==> src/rtl/seq_detect_pkg.sv <==
// seq_detect_pkg: shared types for the serial pattern-detector run controller.
// Holds the run-state encoding, the default pattern width with its derived
// length-field width, and the end-of-run status pair.
package seq_detect_pkg;

    localparam int SEQ_PAT_W_MAX = 8;
    localparam int SEQ_LEN_W     = $clog2(SEQ_PAT_W_MAX + 1);

    typedef enum logic [1:0] {
        ST_IDLE = 2'd0,
        ST_RUN  = 2'd1,
        ST_DONE = 2'd2
    } state_t;

    typedef struct packed {
        logic hit;
        logic timeout;
    } status_t;

    localparam status_t STATUS_CLEAR = '{hit: 1'b0, timeout: 1'b0};

endpackage

==> src/rtl/seq_match_core.sv <==
// seq_match_core: bit history, fill tracking and masked pattern compare.
// The newest bit enters history[0], so the low len bits hold the last len bits
// with the earliest of them at [len-1], lining up directly with the pattern.
// match is combinational on the bit being consumed this cycle.
module seq_match_core
    import seq_detect_pkg::*;
#(
    parameter int PAT_W = SEQ_PAT_W_MAX,
    parameter int LEN_W = SEQ_LEN_W
) (
    input  logic             clk,
    input  logic             reset,
    input  logic             clear,
    input  logic             bit_take,
    input  logic             bit_in,
    input  logic [PAT_W-1:0] pattern,
    input  logic [LEN_W-1:0] len,
    input  logic             overlap,
    output logic             match
);

    logic [PAT_W-1:0] history_q;
    logic [PAT_W-1:0] history_next;
    logic [PAT_W-1:0] len_mask;
    logic [LEN_W-1:0] fill_q;
    logic [LEN_W-1:0] fill_next;

    // Candidate history/fill if this bit is consumed, plus the active-length mask.
    always_comb begin
        history_next = {history_q[PAT_W-2:0], bit_in};
        fill_next    = (fill_q < len) ? fill_q + 1'b1 : len;
        len_mask     = '0;
        for (int i = 0; i < PAT_W; i++) begin
            len_mask[i] = (LEN_W'(i) < len);
        end
    end

    assign match = bit_take && (fill_next >= len)
                   && (((history_next ^ pattern) & len_mask) == '0);

    // History and fill: cleared at run start and, without overlap, after each match.
    always_ff @(posedge clk) begin
        if (reset || clear) begin
            history_q <= '0;
            fill_q    <= '0;
        end else if (bit_take) begin
            if (match && !overlap) begin
                history_q <= '0;
                fill_q    <= '0;
            end else begin
                history_q <= history_next;
                fill_q    <= fill_next;
            end
        end
    end

endmodule

==> src/rtl/seq_detect_ctrl.sv <==
// seq_detect_ctrl: run controller for a programmable serial pattern detector.
// Takes a config over valid/ready, arms on start, counts matches and ends a run
// on threshold, window expiry or abort.
// Optional build macro SEQ_DETECT_CTRL_STATS_EN adds the bit_count output.
//
//  state   | meaning
//  --------+----------------------------------------------------------
//  ST_IDLE | accepting config; start arms a run once a legal config exists
//  ST_RUN  | consuming qualified bits, counting matches
//  ST_DONE | run finished; hit/timeout held until start or abort
module seq_detect_ctrl
    import seq_detect_pkg::*;
#(
    parameter int PAT_W_MAX = SEQ_PAT_W_MAX,
    parameter int CNT_W     = 16,
    parameter int WIN_W     = 16
) (
    input  logic                             clk,
    input  logic                             reset,
    input  logic                             cfg_valid,
    output logic                             cfg_ready,
    input  logic [PAT_W_MAX-1:0]             cfg_pattern,
    input  logic [$clog2(PAT_W_MAX+1)-1:0]   cfg_len,
    input  logic                             cfg_overlap,
    input  logic [CNT_W-1:0]                 cfg_threshold,
    input  logic [WIN_W-1:0]                 cfg_window,
    output logic                             cfg_err,
    input  logic                             start,
    input  logic                             abort,
    input  logic                             bit_valid,
    input  logic                             bit_in,
    output logic                             match,
    output logic                             busy,
    output logic                             done,
    output logic                             hit,
    output logic                             timeout,
    output logic [CNT_W-1:0]                 match_count
`ifdef SEQ_DETECT_CTRL_STATS_EN
    ,
    output logic [WIN_W-1:0]                 bit_count
`endif
);

    localparam int               LEN_W   = $clog2(PAT_W_MAX + 1);
    localparam logic [LEN_W-1:0] LEN_MAX = LEN_W'(PAT_W_MAX);
    localparam logic [CNT_W-1:0] CNT_MAX = {CNT_W{1'b1}};

    state_t               state_q;
    status_t              status_q;
    logic                 busy_q;
    logic                 done_q;
    logic                 cfg_ready_q;
    logic                 cfg_err_q;
    logic                 have_cfg_q;
    logic [PAT_W_MAX-1:0] pat_q;
    logic [LEN_W-1:0]     len_q;
    logic                 ovl_q;
    logic [CNT_W-1:0]     thr_q;
    logic [WIN_W-1:0]     win_q;
    logic [CNT_W-1:0]     count_q;
    logic [WIN_W-1:0]     win_rem_q;

    logic                 cfg_hs;
    logic                 len_legal;
    logic                 start_run;
    logic                 bit_take;
    logic                 core_match;
    logic [CNT_W-1:0]     count_next;
    logic [CNT_W-1:0]     thr_eff;
    logic                 thr_hit;
    logic                 win_end;

    // Handshake, run-start qualification and end-of-run conditions for this bit.
    always_comb begin
        cfg_hs     = cfg_ready_q && cfg_valid;
        len_legal  = (cfg_len != '0) && (cfg_len <= LEN_MAX);
        start_run  = ((state_q == ST_IDLE) && start && have_cfg_q && !cfg_hs)
                     || ((state_q == ST_DONE) && start && !abort);
        bit_take   = (state_q == ST_RUN) && bit_valid && !abort;
        count_next = (core_match && (count_q != CNT_MAX)) ? count_q + 1'b1 : count_q;
        thr_eff    = (thr_q == '0) ? CNT_W'(1) : thr_q;
        thr_hit    = (count_next >= thr_eff);
        win_end    = (win_q != '0) && (win_rem_q == WIN_W'(1));
    end

    seq_match_core #(
        .PAT_W (PAT_W_MAX),
        .LEN_W (LEN_W)
    ) u_core (
        .clk      (clk),
        .reset    (reset),
        .clear    (start_run),
        .bit_take (bit_take),
        .bit_in   (bit_in),
        .pattern  (pat_q),
        .len      (len_q),
        .overlap  (ovl_q),
        .match    (core_match)
    );

    // Run FSM with registered status outputs, config latch and window down-counter.
    always_ff @(posedge clk) begin
        if (reset) begin
            state_q     <= ST_IDLE;
            status_q    <= STATUS_CLEAR;
            busy_q      <= 1'b0;
            done_q      <= 1'b0;
            cfg_ready_q <= 1'b1;
            cfg_err_q   <= 1'b0;
            have_cfg_q  <= 1'b0;
            pat_q       <= '0;
            len_q       <= '0;
            ovl_q       <= 1'b0;
            thr_q       <= '0;
            win_q       <= '0;
            count_q     <= '0;
            win_rem_q   <= '0;
        end else begin
            cfg_err_q <= 1'b0;
            case (state_q)
                ST_IDLE: begin
                    if (cfg_hs) begin
                        if (len_legal) begin
                            have_cfg_q <= 1'b1;
                            pat_q      <= cfg_pattern;
                            len_q      <= cfg_len;
                            ovl_q      <= cfg_overlap;
                            thr_q      <= cfg_threshold;
                            win_q      <= cfg_window;
                        end else begin
                            cfg_err_q  <= 1'b1;
                        end
                    end else if (start_run) begin
                        state_q     <= ST_RUN;
                        busy_q      <= 1'b1;
                        cfg_ready_q <= 1'b0;
                        count_q     <= '0;
                        win_rem_q   <= win_q;
                    end
                end
                ST_RUN: begin
                    if (abort) begin
                        state_q     <= ST_IDLE;
                        busy_q      <= 1'b0;
                        cfg_ready_q <= 1'b1;
                        status_q    <= STATUS_CLEAR;
                    end else if (bit_take) begin
                        count_q <= count_next;
                        if (win_q != '0) begin
                            win_rem_q <= win_rem_q - 1'b1;
                        end
                        if (thr_hit) begin
                            state_q          <= ST_DONE;
                            busy_q           <= 1'b0;
                            done_q           <= 1'b1;
                            status_q.hit     <= 1'b1;
                            status_q.timeout <= 1'b0;
                        end else if (win_end) begin
                            state_q          <= ST_DONE;
                            busy_q           <= 1'b0;
                            done_q           <= 1'b1;
                            status_q.hit     <= 1'b0;
                            status_q.timeout <= 1'b1;
                        end
                    end
                end
                ST_DONE: begin
                    if (abort) begin
                        state_q     <= ST_IDLE;
                        done_q      <= 1'b0;
                        cfg_ready_q <= 1'b1;
                        status_q    <= STATUS_CLEAR;
                    end else if (start_run) begin
                        state_q   <= ST_RUN;
                        done_q    <= 1'b0;
                        busy_q    <= 1'b1;
                        status_q  <= STATUS_CLEAR;
                        count_q   <= '0;
                        win_rem_q <= win_q;
                    end
                end
                default: begin
                    state_q     <= ST_IDLE;
                    busy_q      <= 1'b0;
                    done_q      <= 1'b0;
                    cfg_ready_q <= 1'b1;
                    status_q    <= STATUS_CLEAR;
                end
            endcase
        end
    end

    assign cfg_ready   = cfg_ready_q;
    assign cfg_err     = cfg_err_q;
    assign match       = core_match;
    assign busy        = busy_q;
    assign done        = done_q;
    assign hit         = status_q.hit;
    assign timeout     = status_q.timeout;
    assign match_count = count_q;

`ifdef SEQ_DETECT_CTRL_STATS_EN
    logic [WIN_W-1:0] bits_q;

    // Bits consumed in the current/last run, saturating, restarted on each run start.
    always_ff @(posedge clk) begin
        if (reset || start_run) begin
            bits_q <= '0;
        end else if (bit_take && (bits_q != '1)) begin
            bits_q <= bits_q + 1'b1;
        end
    end

    assign bit_count = bits_q;
`endif

endmodule
==> config.mk <==
export PLATFORM = sky130hd
export DESIGN_NAME = seq_detect_ctrl
export DESIGN_NICKNAME = d
export VERILOG_FILES = /design/src/rtl/seq_detect_pkg.sv /design/src/rtl/seq_match_core.sv /design/src/rtl/seq_detect_ctrl.sv
export SDC_FILE = /design/constraint.sdc
export NUM_CORES = 1
export LEC_CHECK = 0
export ABC_AREA = 1
export CORE_UTILIZATION = 32
export DETAILED_ROUTE_END_ITERATION = 8
export HOLD_SLACK_MARGIN = 0.03
export SYNTH_ARGS = -nofsm -noshare
export SYNTH_HDL_FRONTEND = slang
export SYNTH_SLANG_ARGS = --single-unit
==> constraint.sdc <==
create_clock -name clk -period 12.3 [get_ports clk]
set_clock_uncertainty 0.2 [all_clocks]
set_input_delay 1.845 -clock clk [delete_from_list [all_inputs] [get_ports clk]]
set_output_delay 1.845 -clock clk [all_outputs]
set_load 0.02 [all_outputs]
congestion.png
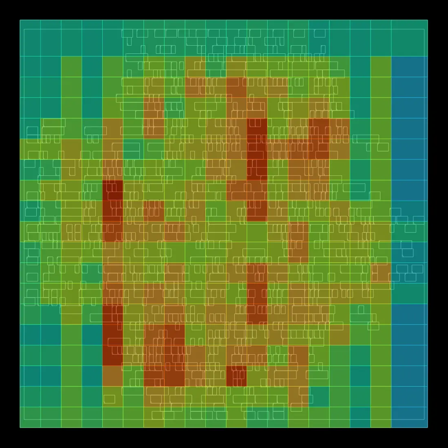
utilization after layout: 39.92%
met2 global-route usage: 26.62%
met3 layer usage reported by global route: 2.461%

placement_by_type.png
Bar = 50 µm.
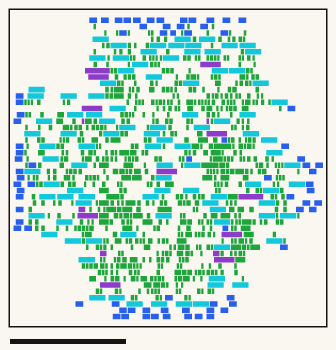
Cyan stands for flops, cells 97, share of their area 29%. Blue stands for other buffers and delay cells, cells 78, share of their area 12%. Purple stands for clock drivers and dummy loads, cells 16, share of their area 4.8%. Green stands for combinational and other logic, cells 722, share of their area 55%.

sizes.png
Bar = 50 µm.
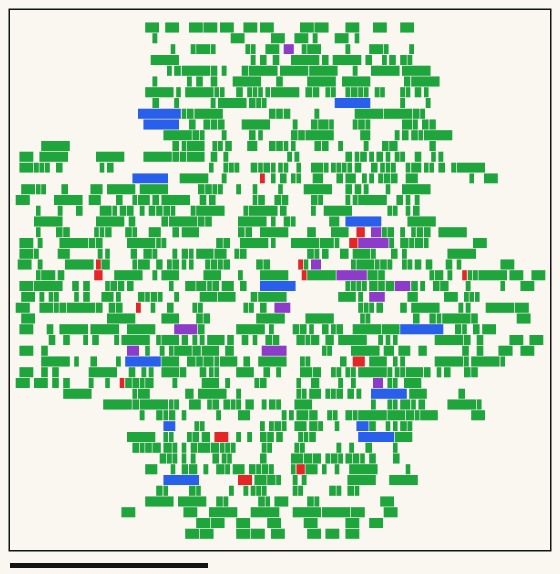
Blue stands for _6 and larger, cells 13. Red stands for _2 cells, cells 14. Purple stands for _3 and _4 cells, cells 12. Green stands for _0 and _1 cells, cells 874.

logic_types.png
Bar = 50 µm.
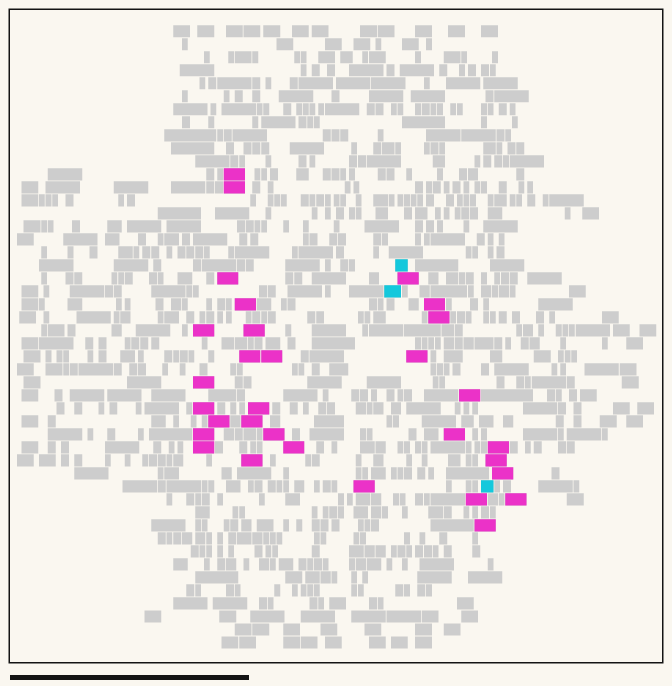
Cyan stands for AND-OR and OR-AND gates, cells 3. Magenta stands for adder and majority cells, cells 31.

==> datasheet_impl.txt <==
Implementation parameters

Parameter                              Value

Worst setup path
  Required arrival time at the worst endpoint    10.26 ns
  Nature of the critical path endpoint    output port

Timing
  Final setup margin    5.690 ns
  Final hold violations    0

Synth
  Library cell occupying the most area in the post-synthesis netlist    sky130_fd_sc_hd__dfxtp_1
  Top cells by area in the synthesized netlist    sky130_fd_sc_hd__dfxtp_1 (34%), sky130_fd_sc_hd__nand2_1 (11%), sky130_fd_sc_hd__a21oi_1 (7.5%)
  Yosys Warn Count    0
  Synth Flop Type    sky130_fd_sc_hd__dfxtp_1

Floorplanning
  Floorplan die area    18,590 µm²

Cells and area
  Proportion of cell area spent on the clock network    4.573%
  Number of flip-flops and latches    97
  Area taken by flip-flops and latches    1942 µm²
  Highest-count logic cell in the final layout    sky130_fd_sc_hd__nand2_1

Hold path
  Hold Crit Class    flop to flop
  Endpoint with the worst hold slack    ovl_q$_SDFFE_PP0P_

CTS
  Number of instances resized during post-cts repair    0
  Clock slew at reported path FFs    0.06 ns
  Buffers inserted by post-CTS timing repair    0

Power and ir drop
  Power Internal    0.7288 mW
  P_leak    2.938 nW
  Clock share of power    24.8%
  Portion of total power attributed to combinational logic    42.9%

Routing
  Routed WL    15,150 µm

Placed design
  DPL Wire Length    10,840 µm
  Pre-CTS setup slack    5.703 ns

Status
  Status    finished clean

Job
  Number of warning messages in the logs    30

Global route
  Busiest layer in global routing    met2
## cells in the mapped netlist (2+ instances only)
master	count
sky130_fd_sc_hd__and2_1	3
sky130_fd_sc_hd__a21oi_1	86
sky130_fd_sc_hd__nor2_2	4
sky130_fd_sc_hd__buf_2	5
sky130_fd_sc_hd__inv_2	6
sky130_fd_sc_hd__nand4_1	31
sky130_fd_sc_hd__xnor2_1	5
sky130_fd_sc_hd__dfxtp_1	97
sky130_fd_sc_hd__o21ai_1	13
sky130_fd_sc_hd__buf_4	3
sky130_fd_sc_hd__o211ai_1	7
sky130_fd_sc_hd__clkbuf_1	24
sky130_fd_sc_hd__nand2_1	167
sky130_fd_sc_hd__xor2_1	20
sky130_fd_sc_hd__nor2_4	2
sky130_fd_sc_hd__ha_1	31
sky130_fd_sc_hd__nand3_1	48
sky130_fd_sc_hd__o21a_1	2
sky130_fd_sc_hd__nand3b_1	4
sky130_fd_sc_hd__o21ai_0	76
sky130_fd_sc_hd__nor2_1	91
sky130_fd_sc_hd__nor3_1	9
sky130_fd_sc_hd__inv_1	104
sky130_fd_sc_hd__buf_6	3
## flip-flops by register name (all words and copies together), names as in the netlist
register and flops:
timeout 1, len_q 4, ovl_q 1, hit 1, pat_q 8, cfg_err 1
win_rem_q 16, done 1, have_cfg_q 1, thr_q 16, u_core.fill_q 4, match_count 16
state_q 2, win_q 16, busy 1, u_core.history_q 7, cfg_ready 1
## worst max-delay path, stage by stage
cell and delay [ns]:
sky130_fd_sc_hd__clkdlybuf4s50_1 0.43, sky130_fd_sc_hd__inv_2 0.15, sky130_fd_sc_hd__nand2_4 0.09, sky130_fd_sc_hd__nor2_4 0.43, sky130_fd_sc_hd__nand3_1 0.21, sky130_fd_sc_hd__a21oi_4 0.51
sky130_fd_sc_hd__nand2_1 0.18, sky130_fd_sc_hd__inv_2 0.11, sky130_fd_sc_hd__clkdlybuf4s50_1 0.61
## metrics by stage
| stage | cells | util [%] | instance area (µm²) | power [mW] |
|---|---|---|---|---|
| final | 1138 | 39.92 | 6977 | 1.241 |
| after global routing | 1138 | 39.92 | 6977 | 1.348 |
| after CTS | 1138 | 39.92 | 6977 | 1.249 |
| after detailed placement | 1122 | 38.09 | 6658 | 0.9359 |
| after global placement | 1122 | 38.09 | 6658 | 0.9283 |
| after floorplan | 854 | - | 5777 | 0.8062 |
## metal layers
layer,vias to the layer above,share of wire [%],wire (µm)
li1,2916,-,-
met5,-,0,0
met1,2507,51,7744
met4,0,1.5,221
met3,13,3.6,544
met2,103,44,6637
## power groups by stage
stage / Clock (mW) / Sequential (mW) / Combinational, mW
after floorplan: 0 / 0.403 / 0.403
after global placement: 0 / 0.407 / 0.522
after detailed placement: 0 / 0.408 / 0.528
after CTS: 0.317 / 0.401 / 0.531
after global routing: 0.327 / 0.408 / 0.613
final: 0.308 / 0.401 / 0.532
## cells by family after synthesis
logic type / after synthesis
compound gates: 192
xor+xnor: 25
fa+ha+maj: 31
buf+inv: 145
flops: 97
simple gates: 364
Power figures rest on the tool's default switching activity, not on a simulated workload.
